Fig. 1: congestion heat map
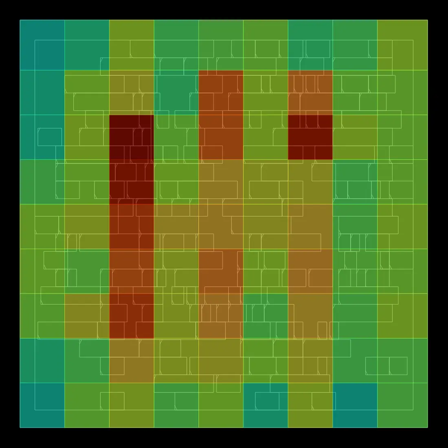
Fig. 2: local utilization
Bar = 20 µm. 6 x 6 tiles, from black (low) to pale yellow (high), 0 to 100% covered.
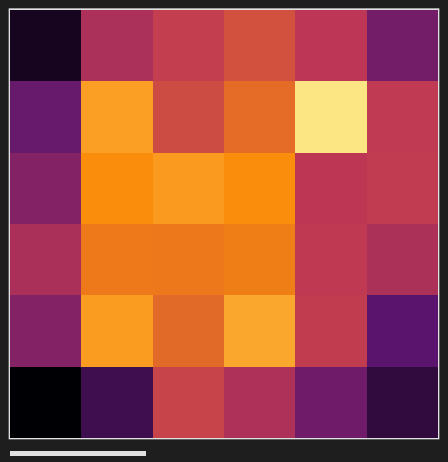
$ cat src/rtl/mult_pkg.sv
// Shared types and constants for the shift-and-add multiplier.
// Latency: n/a (declarations only). Backpressure: n/a.
// Provides the FSM state encoding, the default operand width and the counter-width helper.
package mult_pkg;

    localparam int MULT_WIDTH = 6;

    // Keep at least one counter bit so that WIDTH=1 still elaborates.
    function automatic int cnt_width(input int w);
        return (w > 1) ? $clog2(w) : 1;
    endfunction

    localparam int CNT_W = cnt_width(MULT_WIDTH);

    typedef enum logic [1:0] {
        IDLE = 2'd0,
        RUN  = 2'd1,
        DONE = 2'd2
    } state_t;

endpackage

$ cat src/rtl/shift_add_multiplier_adder.sv
// WIDTH-bit unsigned adder with carry-out, used for one partial-product step.
// Latency: combinational. Backpressure: none.
// The carry-out becomes the top bit of the shifted accumulator.
module shift_add_multiplier_adder #(
    parameter int WIDTH = 6
) (
    input  logic [WIDTH-1:0] x,
    input  logic [WIDTH-1:0] y,
    output logic [WIDTH-1:0] s,
    output logic             cout
);

    assign {cout, s} = {1'b0, x} + {1'b0, y};

endmodule

$ cat src/rtl/shift_add_multiplier.sv
// Sequential unsigned shift-and-add multiplier; optional MULT_ZERO_BYPASS_EN skips RUN for zero operands.
// Latency: WIDTH+1 cycles from accepted start to done (1 cycle when bypassing).
// Backpressure: start is only accepted in IDLE or DONE; it is ignored while busy.
import mult_pkg::*;

module shift_add_multiplier #(
    parameter int WIDTH = MULT_WIDTH
) (
    input  logic               clk,
    input  logic               rst_n,
    input  logic               start,
    input  logic [WIDTH-1:0]   a,
    input  logic [WIDTH-1:0]   b,
    output logic               busy,
    output logic               done,
    output logic [2*WIDTH-1:0] product
);

    localparam int CW = cnt_width(WIDTH);
    localparam logic [CW-1:0] LAST = CW'(WIDTH - 1);

    state_t             r_state;
    state_t             w_next_state;
    logic               w_load;
    logic               w_zero;
    logic               w_bypass;
    logic [2*WIDTH-1:0] r_acc;
    logic [WIDTH-1:0]   r_mcand;
    logic [CW-1:0]      r_cnt;
    logic [2*WIDTH-1:0] r_product;
    logic [WIDTH-1:0]   w_sum;
    logic               w_cout;
    logic [2*WIDTH-1:0] w_acc_next;
    logic               w_last;

`ifdef MULT_ZERO_BYPASS_EN
    assign w_zero = (a == '0) || (b == '0);
`else
    assign w_zero = 1'b0;
`endif

    shift_add_multiplier_adder #(
        .WIDTH (WIDTH)
    ) u_adder (
        .x    (r_acc[2*WIDTH-1:WIDTH]),
        .y    (r_mcand),
        .s    (w_sum),
        .cout (w_cout)
    );

    // Upper half takes the add (or passes through), then the whole accumulator shifts right.
    assign w_acc_next = r_acc[0] ? {w_cout, w_sum, r_acc[WIDTH-1:1]}
                                 : {1'b0, r_acc[2*WIDTH-1:WIDTH], r_acc[WIDTH-1:1]};
    assign w_last     = (r_cnt == LAST);
    assign w_bypass   = w_load && w_zero;

    always_ff @(posedge clk or negedge rst_n) begin
        if (!rst_n) begin
            r_state <= IDLE;
        end else begin
            r_state <= w_next_state;
        end
    end

    always_comb begin
        w_next_state = r_state;
        w_load       = 1'b0;
        case (r_state)
            IDLE, DONE: begin
                if (start) begin
                    w_load       = 1'b1;
                    w_next_state = w_zero ? DONE : RUN;
                end else begin
                    w_next_state = IDLE;
                end
            end
            RUN: begin
                if (w_last) begin
                    w_next_state = DONE;
                end
            end
            default: w_next_state = IDLE;
        endcase
    end

    always_ff @(posedge clk or negedge rst_n) begin
        if (!rst_n) begin
            r_acc     <= '0;
            r_mcand   <= '0;
            r_cnt     <= '0;
            r_product <= '0;
        end else if (w_load) begin
            r_mcand <= a;
            r_acc   <= {{WIDTH{1'b0}}, b};
            r_cnt   <= '0;
            if (w_bypass) begin
                r_product <= '0;
            end
        end else if (r_state == RUN) begin
            r_acc <= w_acc_next;
            if (w_last) begin
                r_product <= w_acc_next;
            end else begin
                r_cnt <= r_cnt + CW'(1);
            end
        end
    end

    assign busy    = (r_state == RUN);
    assign done    = (r_state == DONE);
    assign product = r_product;

endmodule

$ cat config.mk
export PLATFORM = sky130hd
export DESIGN_NAME = shift_add_multiplier
export DESIGN_NICKNAME = d
export VERILOG_FILES = /design/src/rtl/mult_pkg.sv /design/src/rtl/shift_add_multiplier_adder.sv /design/src/rtl/shift_add_multiplier.sv
export SDC_FILE = /design/constraint.sdc
export NUM_CORES = 1
export LEC_CHECK = 0
export CAP_MARGIN = 10
export CORE_MARGIN = 2
export CORE_UTILIZATION = 49
export DETAILED_ROUTE_END_ITERATION = 8
export HOLD_SLACK_MARGIN = 0.08
export PLACE_DENSITY = 0.75
export SLEW_MARGIN = 20
export SYNTH_ARGS = -nofsm -noshare
export SYNTH_HDL_FRONTEND = slang
export SYNTH_HIERARCHICAL = 1
export SYNTH_SLANG_ARGS = --single-unit
$ cat constraint.sdc
create_clock -name clk -period 2.9 [get_ports clk]
set_input_delay 0.29 -clock clk [delete_from_list [all_inputs] [get_ports clk]]
set_output_delay 0.29 -clock clk [all_outputs]
set_load 0.02 [all_outputs]
==> flow_summary_export.csv <==
group,metric,value,unit
route,routed_wl,3140,µm
synthesis,ys.flops,35,
cts,clkLatencyLatePin,350,ps
placed_design,hpwlAfterDp,2220,µm
final_timing,fmax,0.434,GHz
layout,num-nonclk-inverters,7,
cts,clock-root-buffer,"clkbuf_4",
grt,busiest_layer,"met2",
synthesis,top_cells_by_area,"dfrtp_1 51%, mux2i_1 7.1%, ha_1 5.9%",
synthesis,edf_count,0,
setup_path,rrSetupSlack,1050,ps
layout,drive_gt1_share,13.8,%
run_status,run_status,"finished, final reports clean",
placed_design,dpl_worst_slack,903,ps
final_timing,skew,8.39,ps
die,die_y,63.0,µm
synthesis,synth_area,1700,µm²
layout,flop_area,876,µm²
route,viasPerCell,5.23,
setup_path,cp-startpoint,"r_state[1]",
final_timing,hold_ws,333,ps
cts,clock_sinks,35,
synthesis,ys_top_cells_by_count,"35 x dfrtp_1, 13 x nand2_1, 12 x mux2i_1, 12 x o21ai_0, 8 x ha_1",
route,highest_layer,"met4",
setup_path,cp.required,2610,ps
synthesis,ys_async_sr_fraction,100,%
route,drt_pass1_iterations,4,
layout,sh_seq_area,42.3,%
power,peakVddDrop,0.586,mV
placed_design,placedInstanceArea,2020,µm²
route,met2WireLength,1510,µm
setup_path,arrival,2010,ps
layout,area_delta_synth_final,21.7,%
cts,hold_buffers,0,
synthesis,synth_area_per_cell,12.1,µm²
layout,fillers,284,
About Fig. 1:
met1 Use GR: 24.1%
global-route met2 utilization: 29.8%
Layout Utilization: 62.1%
DR WL/cell: 14.3 µm

About Fig. 2:
nearly empty tiles	2.8%
densest ninth of the die	middle
mean over tiles	51%
tiles over 75% full	19%
Core Area: 3340 µm²
Pre-Place Util: 51.0%

sequential cells by signal, summed over array words and instances, names as in the netlist:
name	count
r_mcand	6
product	12
r_state	2
r_acc	12
r_cnt	3
cells by family (layout without fill, tap and decap cells):
logic type / after synthesis / count (layout) / synth area share [%]
AOI/OAI and AO/OA: 35 / 35 / 14.4
DFF: 35 / 35 / 51.4
muxes: 23 / 23 / 14.3
and+or+nand+nor: 23 / 23 / 7.13
buffers and inverters: 13 / 46 / 4.11
adders and majority gates: 9 / 9 / 7.05
xor gates and xnor gates: 3 / 3 / 1.54
cells in the final DEF (no fill, tap or decap):
cell / count
o21a_1: 1
ha_1: 8
xnor2_1: 3
o31a_2: 1
mux2_1: 5
nor2b_1: 2
buf_4: 3
inv_1: 6
o21ai_2: 1
fa_1: 1
clkbuf_4: 5
and4b_1: 1
a21oi_1: 3
dfrtp_1: 35
nor2_2: 1
a21o_1: 4
a22o_1: 2
a211oi_2: 1
nand2_1: 13
a211oi_1: 1
clkdlybuf4s50_1: 28
nor2_1: 1
nor3_1: 1
o21bai_1: 2
o21ai_0: 12
a21oi_2: 1
mux2_2: 6
nand2b_1: 2
nor2b_4: 1
clkinv_2: 3
o2bb2ai_1: 6
mux2i_1: 12
inv_2: 1
nand4b_1: 1
critical path, cell delays in order, from the launching register on:
cell and delay (ps):
dfrtp_1 390, nand2b_1 380, inv_2 260, clkdlybuf4s50_1 640
where the power goes:
| group | switching, mW | total, mW | internal, mW |
|---|---|---|---|
| clock | 0.167 | 0.257 | 0.0901 |
| combinational | 0.617 | 1.23 | 0.610 |
| sequential | 0.170 | 0.882 | 0.712 |
No activity file was given, so power comes from the tool's default toggle rates.
